## src/rtl/pwr_seq_pkg.sv

```systemverilog
// Shared types and constants for the power sequencer: state encoding,
// PSCR field positions, MODE read-back codes and the clock-enable decode.
package pwr_seq_pkg;

   typedef enum logic [2:0] {
      ST_RUN,
      ST_IDLE_ENTER,
      ST_IDLE,
      ST_STOP_ENTER,
      ST_STOP,
      ST_WARMUP
   } pwr_state_t;

   localparam logic [1:0] MODE_RUN  = 2'd0;
   localparam logic [1:0] MODE_IDLE = 2'd1;
   localparam logic [1:0] MODE_STOP = 2'd2;

   localparam int PSCR_IDL     = 0;
   localparam int PSCR_STP     = 1;
   localparam int PSCR_WARM_LO = 4;
   localparam int PSCR_WARM_HI = 7;

   localparam logic [6:0] PSCR_ADDR_DEFAULT = 7'h0E;

   // {clk_en_cpu, clk_en_per, osc_en} for a given state; the ENTER states keep
   // everything running so in-flight work can drain.
   function automatic logic [2:0] pwr_enables(input pwr_state_t s);
      case (s)
         ST_IDLE:   return 3'b011;
         ST_STOP:   return 3'b000;
         ST_WARMUP: return 3'b001;
         default:   return 3'b111;
      endcase
   endfunction

   function automatic logic [1:0] pwr_mode(input pwr_state_t s);
      case (s)
         ST_IDLE:             return MODE_IDLE;
         ST_STOP, ST_WARMUP:  return MODE_STOP;
         default:             return MODE_RUN;
      endcase
   endfunction

endpackage

```

## src/rtl/pwr_warm_cnt.sv

```systemverilog
// 8-bit loadable down-counter with zero flag; shared by the drain delay and
// the oscillator warm-up delay since the two never overlap.
module pwr_warm_cnt (
   input  logic       clk,
   input  logic       rst,
   input  logic       clr,
   input  logic       load,
   input  logic [7:0] load_val,
   input  logic       dec,
   output logic       zero
);

   logic [7:0] cnt;

   always_ff @(posedge clk) begin
      if (rst || clr)
         cnt <= 8'h00;
      else if (load)
         cnt <= load_val;
      else if (dec && cnt != 8'h00)
         cnt <= cnt - 8'h01;
   end

   assign zero = (cnt == 8'h00);

endmodule

```

## src/rtl/pwr_seq.sv

```systemverilog
// Power sequencer: PSCR-commanded idle/stop entry with a drain delay, wake-up
// exit, and a programmable oscillator warm-up before clocks return.
module pwr_seq
   import pwr_seq_pkg::*;
#(
   parameter logic [6:0] PSCR_ADDR = PSCR_ADDR_DEFAULT,
   parameter int         DRAIN     = 2
) (
   input  logic       clk,
   input  logic       rst,
   input  logic [6:0] sfraddr,
   input  logic [7:0] sfrdatai,
   input  logic       sfrwe,
   output logic [7:0] sfrdatao,
   input  logic       wake_req,
   input  logic       wdt_rst,
   output logic       clk_en_cpu,
   output logic       clk_en_per,
   output logic       osc_en,
   output logic       busy
);

   // Counter is loaded on the command edge, so DRAIN-1 more edges elapse
   // before the zero flag lets the ENTER state complete.
   localparam logic [7:0] DRAIN_LD = 8'(DRAIN - 1);

   pwr_state_t state, state_nxt;
   logic [3:0] warm;
   logic [1:0] mode;
   logic       pscr_wr, warm_wr;
   logic       cnt_load, cnt_dec, cnt_zero;
   logic [7:0] cnt_val;
   logic       unused_ok;

   assign pscr_wr   = sfrwe && (sfraddr == PSCR_ADDR);
   assign unused_ok = ^sfrdatai[3:2];

   always_comb begin
      state_nxt = state;
      warm_wr   = 1'b0;
      cnt_load  = 1'b0;
      cnt_val   = DRAIN_LD;
      cnt_dec   = 1'b0;
      if (wdt_rst) begin
         state_nxt = ST_RUN;
      end else begin
         unique case (state)
            ST_RUN: if (pscr_wr) begin
               warm_wr = 1'b1;
               if (sfrdatai[PSCR_STP]) begin
                  state_nxt = ST_STOP_ENTER;
                  cnt_load  = 1'b1;
               end else if (sfrdatai[PSCR_IDL]) begin
                  state_nxt = ST_IDLE_ENTER;
                  cnt_load  = 1'b1;
               end
            end
            ST_IDLE_ENTER, ST_STOP_ENTER: begin
               if (wake_req)
                  state_nxt = ST_RUN;
               else if (cnt_zero)
                  state_nxt = (state == ST_STOP_ENTER) ? ST_STOP : ST_IDLE;
               else
                  cnt_dec = 1'b1;
            end
            ST_IDLE: if (wake_req) state_nxt = ST_RUN;
            ST_STOP: if (wake_req) begin
               state_nxt = ST_WARMUP;
               cnt_load  = 1'b1;
               cnt_val   = {warm, 4'h0};
            end
            ST_WARMUP: begin
               if (cnt_zero)
                  state_nxt = ST_RUN;
               else
                  cnt_dec = 1'b1;
            end
            default: state_nxt = ST_RUN;
         endcase
      end
   end

   // Outputs are decoded from the next state so they change on the same edge
   // as the state register and come straight out of flops.
   always_ff @(posedge clk) begin
      if (rst) begin
         state      <= ST_RUN;
         warm       <= 4'h0;
         mode       <= MODE_RUN;
         clk_en_cpu <= 1'b1;
         clk_en_per <= 1'b1;
         osc_en     <= 1'b1;
         busy       <= 1'b0;
      end else begin
         state <= state_nxt;
         if (warm_wr)
            warm <= sfrdatai[PSCR_WARM_HI:PSCR_WARM_LO];
         mode <= pwr_mode(state_nxt);
         {clk_en_cpu, clk_en_per, osc_en} <= pwr_enables(state_nxt);
         busy <= (state_nxt != ST_RUN);
      end
   end

   assign sfrdatao = {warm, 2'b00, mode};

   pwr_warm_cnt u_cnt (
      .clk      (clk),
      .rst      (rst),
      .clr      (wdt_rst),
      .load     (cnt_load),
      .load_val (cnt_val),
      .dec      (cnt_dec),
      .zero     (cnt_zero)
   );

endmodule

```

## config.mk

```make
export PLATFORM = sky130hd
export DESIGN_NAME = pwr_seq
export DESIGN_NICKNAME = d
export VERILOG_FILES = /design/src/rtl/pwr_seq_pkg.sv /design/src/rtl/pwr_warm_cnt.sv /design/src/rtl/pwr_seq.sv
export SDC_FILE = /design/constraint.sdc
export NUM_CORES = 1
export LEC_CHECK = 0
export ABC_CLOCK_PERIOD_IN_PS = 3630
export CORE_ASPECT_RATIO = 0.8
export CORE_MARGIN = 2
export CORE_UTILIZATION = 49
export DETAILED_ROUTE_END_ITERATION = 8
export PLACE_DENSITY = 0.95
export SYNTH_ARGS = -nofsm -noshare
export SYNTH_HDL_FRONTEND = slang
export SYNTH_SLANG_ARGS = --single-unit
```

## constraint.sdc

```tcl
create_clock -name clk -period 3.63 [get_ports clk]
set_clock_uncertainty 0.2 [all_clocks]
set_input_delay 0.726 -clock clk [delete_from_list [all_inputs] [get_ports clk]]
set_output_delay 0.726 -clock clk [all_outputs]
set_load 0.02 [all_outputs]
```

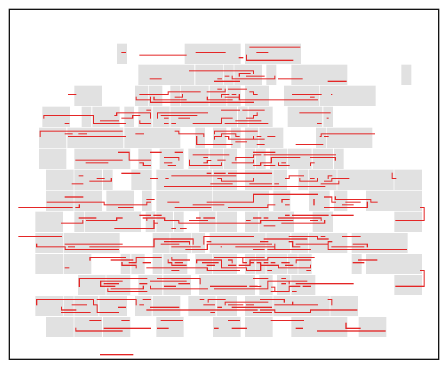
Run 1: met1 routing
Cells faint in the background.
share of all routed wire = 43%
longest straight run = 20.7 um
main direction = horizontal
DRT Wirelength: 2.26 mm
grt met1 use: 21.2%

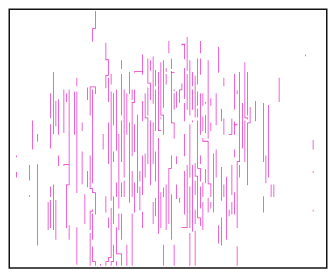
Run 1: signal wires on met2
wire length on this layer = 1100 um
nets with wire on the layer = 138
share of all routed wire = 49%
Vias: 928
met2 Usage GRT: 35.5%

==> flow_metrics.tcl, run 1 <==
# place-and-route summary
set metrics [dict create \
    status "finished, final reports clean" \
    top_area_cell "dfxtp_1" \
    drt_iter0_markers 46 \
    diodes 0 \
    cts.sinks 21 \
    p_leak_nw 0.476 \
    overflow 0 \
    comb_share_pct 43.4 \
    syn_to_final_growth_pct 30.1 \
    logic_family "simple AND/OR/NAND/NOR gates" \
    met1_length_um 968 \
    power.switching_mw 0.0801 \
    via_per_inst 5.62 \
    yosysMostFrequentCell "dfxtp_1" \
    top_power_group "registers" \
    netlist_area_um2 1030 \
    synth_area_per_cell_um2 9.24 \
    log.warning_count 29 \
    layout_min_cycle_time_ns 2.50 \
    postSynthCellCount 112 \
    irDropWorstVdd_uv 315 \
    lay_top_cells "27 x clkdlybuf4s50_1, 21 x dfxtp_1, 13 x nor2_1" \
    hold_viol_final 0 \
    worstPathMaxFanout 5 \
    synth_top_area_share_pct 40.6 \
    top_regs "u_cnt.cnt (8), warm (4), state (3)" \
    clk_share_pct 1.95 \
    dp_slack_ns 0.848 \
    worstSetupStartpointType "primary input" \
    drtPass1Iterations 4 \
    fp.dieH_um 45.1 \
    logic_area_um2 584 \
    utilization_pct 69.2 \
    synth-xor-area-share_pct 3.39 \
    tritoncts "yes" \
    top_usage_layer "met2" \
    finalCritPeriodShare_pct 68.8 \
    cp_num_cells 6 \
    finalNonFillerCells 165 \
    place.gp.congestion 0.820 \
    slowest_stage "clkdlybuf4s50_1" \
    aoi_share_pct 12.3 \
    slew_headroom_pct 65.0 \
    timing.fmax_mhz 400 \
    reg2reg_depth 7 \
    p_int_mw 0.292 \
    largest-register "u_cnt.cnt" \
    ys_cells 112 \
    rrSetupSlack_ns 1.37 \
    buffers 27 \
    fill_cells 139 \
    worstSetupEndpointType "flop" \
    dr_wl_met3_um 154 \
    ys_sh_adder_pct 2.42 \
    hold_path_startpoint "u_cnt.cnt[1]" \
    netlist-cell-type-count 42 \
    core_area_um2 1940 \
    setup_tns_ns 0 \
    chip_area_um2 2500 \
    power_switching_share_pct 21.6 \
    clock_power_share_pct 29.9 \
    top_cells_by_count "21 x dfxtp_1, 13 x nor2_1, 8 x nand2_1" \
    nClkBuffers 4 \
    grt.total_usage_pct 19.3 \
    path_buffers 1 \
    rsz0062_at_grt "false" \
]
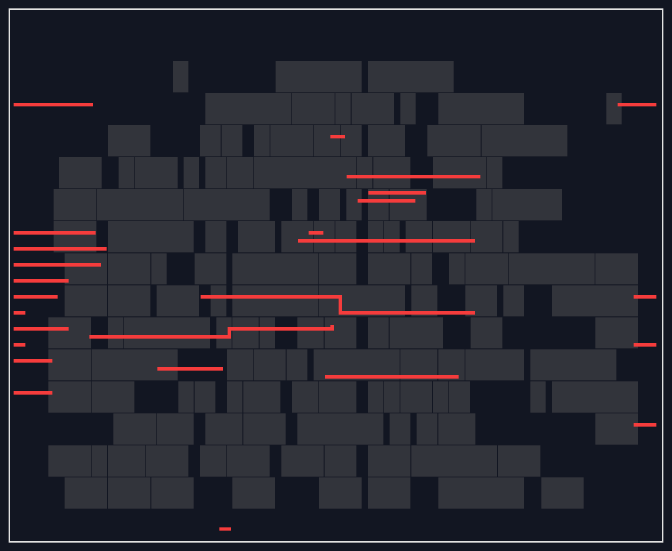
Run 1: metal 3
Cells faint in the background.
nets with wire on the layer = 24
longest straight run = 14.7 um
met3 Resource Use GR: 6.30%

==> run 2: changes to the inputs <==
--- a/config.mk
+++ b/config.mk
@@ -5,12 +5,12 @@
 export SDC_FILE = /design/constraint.sdc
 export NUM_CORES = 1
 export LEC_CHECK = 0
-export ABC_CLOCK_PERIOD_IN_PS = 3630
+export ABC_CLOCK_PERIOD_IN_PS = 2600
 export CORE_ASPECT_RATIO = 0.8
 export CORE_MARGIN = 2
-export CORE_UTILIZATION = 49
+export CORE_UTILIZATION = 45
 export DETAILED_ROUTE_END_ITERATION = 8
-export PLACE_DENSITY = 0.95
+export PLACE_DENSITY = 0.9
 export SYNTH_ARGS = -nofsm -noshare
 export SYNTH_HDL_FRONTEND = slang
 export SYNTH_SLANG_ARGS = --single-unit
==> constraint.sdc (replaced) <==
create_clock -name clk -period 2.6 [get_ports clk]
set_clock_uncertainty 0.2 [all_clocks]
set_input_delay 0.52 -clock clk [delete_from_list [all_inputs] [get_ports clk]]
set_output_delay 0.52 -clock clk [all_outputs]
set_load 0.02 [all_outputs]
==> flow_metrics.tcl, run 2 <==
# place-and-route summary
set metrics [dict create \
    status "finished, final reports clean" \
    rrSetupSlack_ns 0.35 \
    hpwl_mm 1.87 \
    logic_area_um2 584 \
    path_buffers 1 \
    logic_family "simple AND/OR/NAND/NOR gates" \
    top_cells_by_count "21 x dfxtp_1, 13 x nor2_1, 8 x nand2_1" \
    chip_area_um2 2700 \
    lay_top_cells "27 x clkdlybuf4s50_1, 21 x dfxtp_1, 13 x nor2_1" \
    irDropWorstVdd_uv 394 \
    drtPass1Iterations 4 \
    syn_to_final_growth_pct 34.7 \
    tritoncts "yes" \
    diodes 0 \
    final_max_slew_viol_count 0 \
    grt_util_met2_pct 38.6 \
    top_regs "u_cnt.cnt (8), warm (4), state (3)" \
    reg2reg_depth 7 \
    place.gp.congestion 0.844 \
    slowest_stage "or4b_4" \
    postSynthCellCount 112 \
    hold_path_startpoint "u_cnt.cnt[1]" \
    worstPathMaxFanout 4 \
    clock_power_share_pct 30.4 \
    synth_top_area_share_pct 40.6 \
    layout_min_cycle_time_ns 2.25 \
    synth-xor-area-share_pct 3.39 \
    grt.total_usage_pct 19.7 \
    cp_num_cells 7 \
    timing.fmax_mhz 444 \
    top_usage_layer "met2" \
    top_cells_by_area "dfxtp_1 41%, mux2i_1 5.8%, nor2_1 4.7%, nand3_1 3.4%, nand2_1 2.9%" \
    dr_wl_met3_um 116 \
    yosysMostFrequentCell "dfxtp_1" \
    use_met1_pct 20.4 \
    enable_flop_cells 0 \
    nClkBuffers 3 \
    dp_slack_ns 0.185 \
    buffers 33 \
    setup_tns_ns 0 \
    top_area_cell "dfxtp_1" \
    p_int_mw 0.406 \
    fill_cells 191 \
    finalCritPeriodShare_pct 86.6 \
    netlist-cell-type-count 42 \
    rsz0062_at_grt "false" \
    drt_iter0_markers 25 \
    hold_viol_final 0 \
    worstSetupStartpointType "flop" \
    place_inst 168 \
    netlist_area_um2 1030 \
    finalNonFillerCells 172 \
    total_power_mw 0.525 \
    clk_share_pct 1.97 \
    cts.sinks 21 \
    pwr-share-seq_pct 61.3 \
    largest-register "u_cnt.cnt" \
    via_per_inst 5.61 \
    core_area_um2 2160 \
    log.warning_count 29 \
    p_leak_nw 0.510 \
    ys_cells 112 \
    ys_sh_adder_pct 2.42 \
    aoi_share_pct 12.3 \
    top_power_group "registers" \
    power.switching_mw 0.119 \
    fp.dieH_um 46.9 \
    power_switching_share_pct 22.6 \
    comb_share_pct 41.9 \
    worstSetupEndpointType "flop" \
]
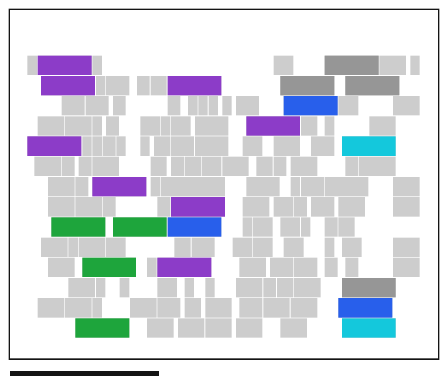
Run 2: where the registers sit
Bar = 20 um. Other sequential cells in the stronger gray, the rest of the logic in the fainter gray.
mode -> cyan  # sequential cells 2
state -> blue  # sequential cells 3
warm -> green  # sequential cells 4
u_cnt.cnt -> purple  # sequential cells 8
Final Core Density: 64.6%
fraction of area in registers: 30.2%

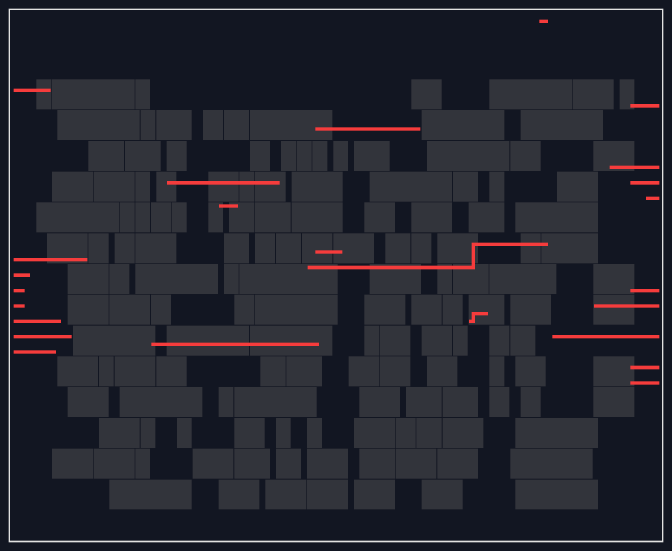
Run 2: metal 3
Cells faint in the background.
main direction = horizontal
share of all routed wire = 4.9%
Vias: 965
DRT Wirelength: 2.36 mm
met3 Resource Use GR: 6.06%

Power and IR drop assume default switching activity.
